`config.mk`:
```
export PLATFORM = sky130hd
export DESIGN_NAME = exe_mem_stage
export DESIGN_NICKNAME = d
export VERILOG_FILES = /design/src/rtl/exe_mem_stage_pkg.sv /design/src/rtl/exe_mem_stage_alu32.sv /design/src/rtl/exe_mem_stage.sv
export SDC_FILE = /design/constraint.sdc
export NUM_CORES = 1
export LEC_CHECK = 0
export CAP_MARGIN = 20
export CELL_PAD_IN_SITES_DETAIL_PLACEMENT = 2
export CELL_PAD_IN_SITES_GLOBAL_PLACEMENT = 2
export CORE_UTILIZATION = 26
export DETAILED_ROUTE_END_ITERATION = 6
export GPL_ROUTABILITY_DRIVEN = 0
export PLACE_DENSITY_LB_ADDON = 0.1
export SLEW_MARGIN = 10
export SYNTH_ARGS = -nofsm -noshare
export SYNTH_HDL_FRONTEND = slang
export SYNTH_SLANG_ARGS = --single-unit
```
`constraint.sdc`:
```
create_clock -name CLK -period 3.6 [get_ports CLK]
set_input_delay 0.72 -clock CLK [delete_from_list [all_inputs] [get_ports CLK]]
set_output_delay 0.72 -clock CLK [all_outputs]
set_load 0.005 [all_outputs]
```
`src/rtl/exe_mem_stage_pkg.sv`:
```
// Shared pipeline definitions: ALU operation and bypass-select encodings,
// plus the EXE/MEM register layout and the bypass mux helper.
package exe_mem_stage_pkg;

    localparam int XLEN        = 32;
    localparam int RW_W        = 5;
    localparam int OVF_CNT_W   = 8;
    localparam logic [OVF_CNT_W-1:0] OVF_CNT_MAX = '1;

    typedef enum logic [2:0] {
        ALU_ADDU = 3'b000,
        ALU_SUBU = 3'b001,
        ALU_ADD  = 3'b010,
        ALU_SUB  = 3'b011,
        ALU_AND  = 3'b100,
        ALU_OR   = 3'b101,
        ALU_SLT  = 3'b110,
        ALU_SLTU = 3'b111
    } alu_op_e;

    typedef enum logic [1:0] {
        FWD_STAGE = 2'b00,
        FWD_MEM   = 2'b01,
        FWD_WB    = 2'b10,
        FWD_RSVD  = 2'b11
    } fwd_sel_e;

    typedef struct packed {
        logic            mem_to_reg;
        logic            mem_wr;
        logic            reg_wr;
        logic [RW_W-1:0] rw;
        logic [XLEN-1:0] alu_out;
        logic [XLEN-1:0] bus_b;
        logic            zero;
        logic            overflow;
    } mem_reg_t;

    // The reserved select falls back to the stage input, same as 00.
    function automatic logic [XLEN-1:0] fwd_mux(
        input fwd_sel_e        sel,
        input logic [XLEN-1:0] stage_val,
        input logic [XLEN-1:0] mem_val,
        input logic [XLEN-1:0] wb_val
    );
        case (sel)
            FWD_MEM: fwd_mux = mem_val;
            FWD_WB:  fwd_mux = wb_val;
            default: fwd_mux = stage_val;
        endcase
    endfunction

endpackage

```
`src/rtl/exe_mem_stage_alu32.sv`:
```
// Combinational 32-bit ALU: arithmetic, logic and set-less-than operations
// with signed-overflow detection for the checked add/sub encodings only.
module alu32
    import exe_mem_stage_pkg::*;
(
    input  logic [2:0]      alu_ctr,
    input  logic [XLEN-1:0] a,
    input  logic [XLEN-1:0] b,
    output logic [XLEN-1:0] result,
    output logic            zero,
    output logic            overflow
);

    logic [XLEN-1:0] sum;
    logic [XLEN-1:0] diff;
    logic            add_ovf;
    logic            sub_ovf;
    logic            lt_signed;
    logic            lt_unsigned;

    assign sum         = a + b;
    assign diff        = a - b;
    // Signed overflow: operands agree in sign (add) or differ (sub) and the result sign flips.
    assign add_ovf     = (a[XLEN-1] == b[XLEN-1]) && (sum[XLEN-1]  != a[XLEN-1]);
    assign sub_ovf     = (a[XLEN-1] != b[XLEN-1]) && (diff[XLEN-1] != a[XLEN-1]);
    assign lt_signed   = $signed(a) < $signed(b);
    assign lt_unsigned = a < b;

    // NOTE: every output of a combinational block gets a default first, so no path can infer a latch.
    always_comb begin
        result   = '0;
        overflow = 1'b0;
        case (alu_op_e'(alu_ctr))
            ALU_ADDU: result = sum;
            ALU_SUBU: result = diff;
            ALU_ADD: begin
                result   = sum;
                overflow = add_ovf;
            end
            ALU_SUB: begin
                result   = diff;
                overflow = sub_ovf;
            end
            ALU_AND:  result = a & b;
            ALU_OR:   result = a | b;
            ALU_SLT:  result = {{(XLEN-1){1'b0}}, lt_signed};
            ALU_SLTU: result = {{(XLEN-1){1'b0}}, lt_unsigned};
            default:  result = '0;
        endcase
    end

    assign zero = (result == '0);

endmodule

```
`src/rtl/exe_mem_stage.sv`:
```
// EXE/MEM pipeline stage: operand bypassing, ALU, overflow gating of write
// enables, the EXE/MEM register with flush/stall, and an overflow counter.
module exe_mem_stage
    import exe_mem_stage_pkg::*;
(
    input  logic                 CLK,
    input  logic                 reset,

    input  logic                 EXE_MemtoReg,
    input  logic                 EXE_MemWr,
    input  logic                 EXE_RegWr_Org,
    input  logic [2:0]           EXE_ALUctr,
    input  logic [4:0]           EXE_Rw,
    input  logic [31:0]          EXE_BusA,
    input  logic [31:0]          EXE_B,
    input  logic [31:0]          EXE_BusB,

    input  logic [1:0]           ForwardA,
    input  logic [1:0]           ForwardB,
    input  logic [1:0]           ForwardS,
    input  logic [31:0]          WB_BusW,
    input  logic                 Stall,
    input  logic                 Flush,

    output logic                 MEM_MemtoReg,
    output logic                 MEM_MemWr,
    output logic                 MEM_RegWr,
    output logic [4:0]           MEM_Rw,
    output logic [31:0]          MEM_ALUout,
    output logic [31:0]          MEM_BusB,
    output logic                 MEM_Zero,
    output logic                 MEM_Overflow,
    output logic [7:0]           OvfCount
);

    mem_reg_t              mem_q;
    mem_reg_t              mem_d;
    logic [OVF_CNT_W-1:0]  ovf_cnt_q;

    logic [XLEN-1:0]       op_a;
    logic [XLEN-1:0]       op_b;
    logic [XLEN-1:0]       store_data;
    logic [XLEN-1:0]       alu_result;
    logic                  alu_zero;
    logic                  alu_ovf;

    // Bypass from the value currently held in the EXE/MEM register, so a
    // dependent op in the very next cycle sees its producer's result.
    assign op_a       = fwd_mux(fwd_sel_e'(ForwardA), EXE_BusA, mem_q.alu_out, WB_BusW);
    assign op_b       = fwd_mux(fwd_sel_e'(ForwardB), EXE_B,    mem_q.alu_out, WB_BusW);
    assign store_data = fwd_mux(fwd_sel_e'(ForwardS), EXE_BusB, mem_q.alu_out, WB_BusW);

    alu32 u_alu (
        .alu_ctr  (EXE_ALUctr),
        .a        (op_a),
        .b        (op_b),
        .result   (alu_result),
        .zero     (alu_zero),
        .overflow (alu_ovf)
    );

    // An overflowing op must not commit: kill both register and memory writes.
    always_comb begin
        mem_d            = '0;
        mem_d.mem_to_reg = EXE_MemtoReg;
        mem_d.mem_wr     = EXE_MemWr     & ~alu_ovf;
        mem_d.reg_wr     = EXE_RegWr_Org & ~alu_ovf;
        mem_d.rw         = EXE_Rw;
        mem_d.alu_out    = alu_result;
        mem_d.bus_b      = store_data;
        mem_d.zero       = alu_zero;
        mem_d.overflow   = alu_ovf;
    end

    // NOTE: sequential state uses non-blocking assignments so every register samples pre-edge values.
    always_ff @(posedge CLK or negedge reset) begin
        if (!reset) begin
            mem_q     <= '0;
            ovf_cnt_q <= '0;
        end else if (Flush) begin
            mem_q     <= '0;
        end else if (!Stall) begin
            mem_q <= mem_d;
            if (mem_d.overflow && (ovf_cnt_q != OVF_CNT_MAX)) begin
                ovf_cnt_q <= ovf_cnt_q + 1'b1;
            end
        end
    end

    assign MEM_MemtoReg = mem_q.mem_to_reg;
    assign MEM_MemWr    = mem_q.mem_wr;
    assign MEM_RegWr    = mem_q.reg_wr;
    assign MEM_Rw       = mem_q.rw;
    assign MEM_ALUout   = mem_q.alu_out;
    assign MEM_BusB     = mem_q.bus_b;
    assign MEM_Zero     = mem_q.zero;
    assign MEM_Overflow = mem_q.overflow;
    assign OvfCount     = ovf_cnt_q;

endmodule

```
==> images/placement.png <==
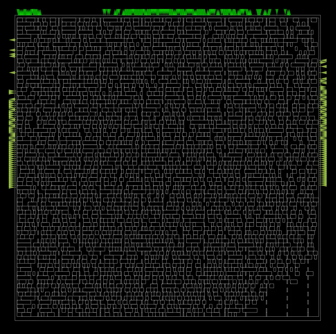
fillers: 4253
Core Box Area: 0.03982 sq mm
Cell Rows: 73

==> images/placement_by_type.png <==
Scale: 2 px per micron.
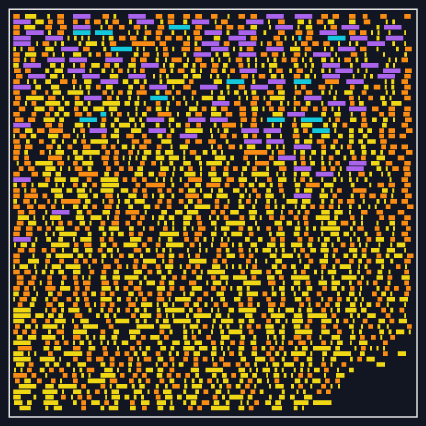
cyan -> clock drivers and dummy loads  # cells 14
orange -> remaining buffers and delay cells  # cells 800
yellow -> combinational and other logic  # cells 1306
purple -> sequential cells  # cells 82

==> images/layer_met3.png <==
Scale: 1.5 px per micron.
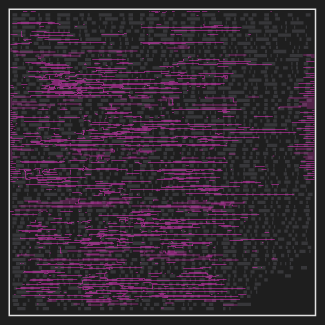
wire length on this layer = 9120 microns
nets with wire on the layer = 601
longest straight run = 91.1 microns
main direction = horizontal
share of all routed wire = 8.9%

==> images/flops_by_reg.png <==
Scale: 2 px per micron.
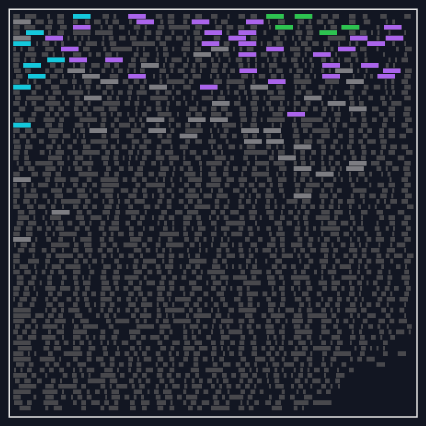
cyan -> OvfCount  # sequential cells 8, where north-west
purple -> MEM_BusB  # sequential cells 32, where a horizontal strip, top
green -> MEM_Rw  # sequential cells 5, where north-east
not coloured = 37

==> images/sizes.png <==
Scale: 2 px per micron.
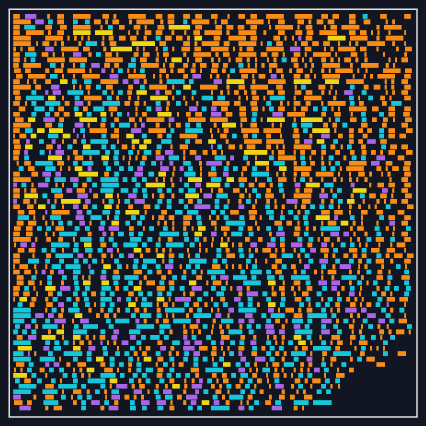
purple -> _2 cells  # cells 195
yellow -> _6 and larger  # cells 95
cyan -> _3 and _4 cells  # cells 644
orange -> _0 and _1 cells  # cells 1268

==> worst paths after layout <==
kind	end	slack, ns	depth (start not counted)
worst max-delay path	OvfCount[4]$_DFFE_PN0P_	-1.76	18
worst min-delay path	MEM_ALUout[21]$_DFFE_PN0P_	0.43	1
worst max register to register	OvfCount[4]$_DFFE_PN0P_	-1.30	17
worst min register to register	MEM_BusB[26]$_DFFE_PN0P_	0.52	2
max in group asynchronous	MEM_Overflow$_DFFE_PN0P_	2.32	2
min in group CLK	MEM_BusB[26]$_DFFE_PN0P_	0.52	2
==> cells in the final DEF (no fill, tap or decap), types with 13 or more instances in the layout <==
cell type | synthesis | routed
a21o_1 | 14 | 13
a21oi_1 | 162 | 128
a21oi_2 | 0 | 25
a22oi_1 | 101 | 71
a22oi_2 | 0 | 30
buf_12 | 0 | 15
buf_4 | 1 | 497
buf_6 | 1 | 56
clkdlybuf4s50_1 | 0 | 212
dfrtp_1 | 82 | 82
ha_1 | 103 | 69
ha_4 | 0 | 30
inv_1 | 105 | 89
inv_2 | 3 | 14
mux2i_1 | 17 | 14
nand2_1 | 133 | 113
nand3_1 | 19 | 16
nor2_1 | 228 | 207
nor2_2 | 0 | 15
o211ai_1 | 15 | 15
o21a_1 | 19 | 13
o21ai_0 | 106 | 56
o21ai_2 | 1 | 25
o21ai_4 | 0 | 18
xnor2_1 | 20 | 14
==> logic make-up (layout without fill, tap and decap cells) <==
logic type / after synthesis / count (layout) / share of synthesized area (%)
compound gates: 559 / 559 / 35.10
other cells: 0 / 6 / 0
xor+xnor: 26 / 26 / 2.166
fa+ha+maj: 105 / 105 / 12.64
mux: 20 / 20 / 2.047
flops: 82 / 82 / 19.51
simple gates: 486 / 486 / 20.51
buf+inv: 219 / 924 / 8.020
==> layer usage <==
metal / vias up / track usage (%) / share of wire (%)
met5: - / 0 / 0.023
met4: 4 / 19.74 / 11
met3: 678 / 5.361 / 8.9
met2: 1359 / 66.45 / 45
met1: 8441 / 41.86 / 34
li1: 6769 / - / -
==> layout make-up <==
type	count	area share (%)
well taps	525	3.226
flip-flops and latches	82	10.08
repair buffers	800	34.78
clock inverters	5	0.5100
diodes	6	0.07374
clock buffers	9	1.106
inverters	110	2.102
multi-input cells	1196	48.12
==> flip-flops by register name, indices dropped and copies added, names as in the netlist <==
signal        cells
MEM_Zero          1
OvfCount          8
MEM_MemWr         1
MEM_Overflow      1
MEM_MemtoReg      1
MEM_BusB         32
MEM_ALUout       32
MEM_Rw            5
MEM_RegWr         1
==> repair_timing <==
item	4_1_cts	5_1_grt
buffers inserted	72	46
setup endpoints to repair	42	40
pin swaps	113	75
resized	340	166
cloned	6	0
==> power by group through the flow <==
stage	sequential [mW]	clock, mW	combinational (mW)
finish	1.14	1.13	5.87
global route	1.14	1.17	5.93
CTS	1.10	1.11	4.64
detailed placement	1.12	0	3.90
global placement	1.11	0	3.77
floorplan	1.10	0	1.72
==> results.toml <==
# physical design summary
[cells_and_area]
final_cell_area_sq_mm = 0.02036
ff_latch_area_sq_mm = 0.002052
final_cells = 2733
logic_area_sq_mm = 0.009798
drive_gt1_share_pct = 42.42
fin_nets = 2453
post-route-util_pct = 51.13

[timing]
setup_viol = 42
holdWs_ns = 0.4258
tns_ns = -46.35
post-route-worst-setup-slack_ns = -1.759
relSlewSlack_pct = 34.19
fin_skew_ns = 0.01386
finalHoldViolations = 0
fin_crit_sh_pct = 148.9
slew_violations = 0
grt_setup_unrepaired = "true"
tightest_slew_ns = 0.9871

[clock_network]
htreeDepth = 3
cts_tree = "done"
insertion_delay_ns = 0.37
cts_root_buf = "clkbuf_16"
holdBufCountCts = 0
cts_num_sinks = 82
numCtsBuffers = 9
clkTransAtPathRegs_ns = 0.07

[global_routing]
grt_pass1_wl_microns = 114200
antenna_found_initial = 7
grt_max_degree = 71
grt_pass1_vias = 17520
grtUsageTotal_pct = 36.92
gr-total-overflow = 0

[power]
power_leakage_nw = 8.842
p_sw_share_pct = 47.72
pwr-share-clk_pct = 13.9
p_per_area_mw_per_mm2 = 400.0
seq_power_share_pct = 14.0
comb_power_share_pct = 72.1
ir_drop_mv = 0.2666
p_int_mw = 4.258
p_switching_mw = 3.886

[yosys]
top_cell_area_share_pct = 19.51
edf_count = 0
yosys_warnings = 0
flop_cell = "dfrtp_1"
synthCells = 1497
ys_seq_share_pct = 19.51
synthTopCellsByArea = "dfrtp_1, ha_1, nor2_1"
ys_ff = 82
syn_area_sq_mm = 0.01052
synthTopCellsByCount = "nor2_1, a21oi_1, nand2_1"
yosys-stat-cells = 1497
ys_chip_area_sq_mm = 0.01052
fp_nets = 1751
syn_area_per_cell_sq_um = 7.024

[place]
hpwl_microns = 51650
io_buffers = 230
place_ws_ns = -2.340
dp.cells = 2608
place_area_sq_mm = 0.01691

[setup_path]
critPathKind = "in2reg"
path_delay_family = "AND-OR/OR-AND gates"
critical_path.max_stage_delay_ns = 0.67
crit_path_max_fanout = 8
arrival_ns = 5.62
worstSetupEndpointType = "flop"
critPathLaunchType = "primary input"
cp_cell_sequence = "clkdlybuf4s50_1, a22oi_1, o21ai_2, ha_4, a21o_1, a211oi_2, a211oi_2, a21oi_4, a21oi_2, a221o_1, buf_6, o21ai_4, o22ai_4, buf_6, buf_6, nor4_4, nand4_1, xnor2_1"
reg2reg_from = "MEM_ALUout[8]$_DFFE_PN0P_"
cpMostUsedCell = "buf_6"
cp.required_ns = 3.86

[floorplan]
fp_util_pct = 26.40
die_x_microns = 203.1
ios = 231
die-area_sq_mm = 0.04125
die_h_microns = 203.1

[status]
violations = "setup timing"
status = "finished with violations"

[run]
warnings = 96

[drt]
ant_nets = 0
vias_per_cell = 6.312
wl_per_cell_microns = 37.36
first_pass_iters = 5
via_count = 17250
totalWireLength_microns = 102100
drt_iter0_markers = 1525
drc_errors = 0

[hold_path]
hp-class = "in2async"
Power figures rest on the tool's default switching activity, not on a simulated workload.
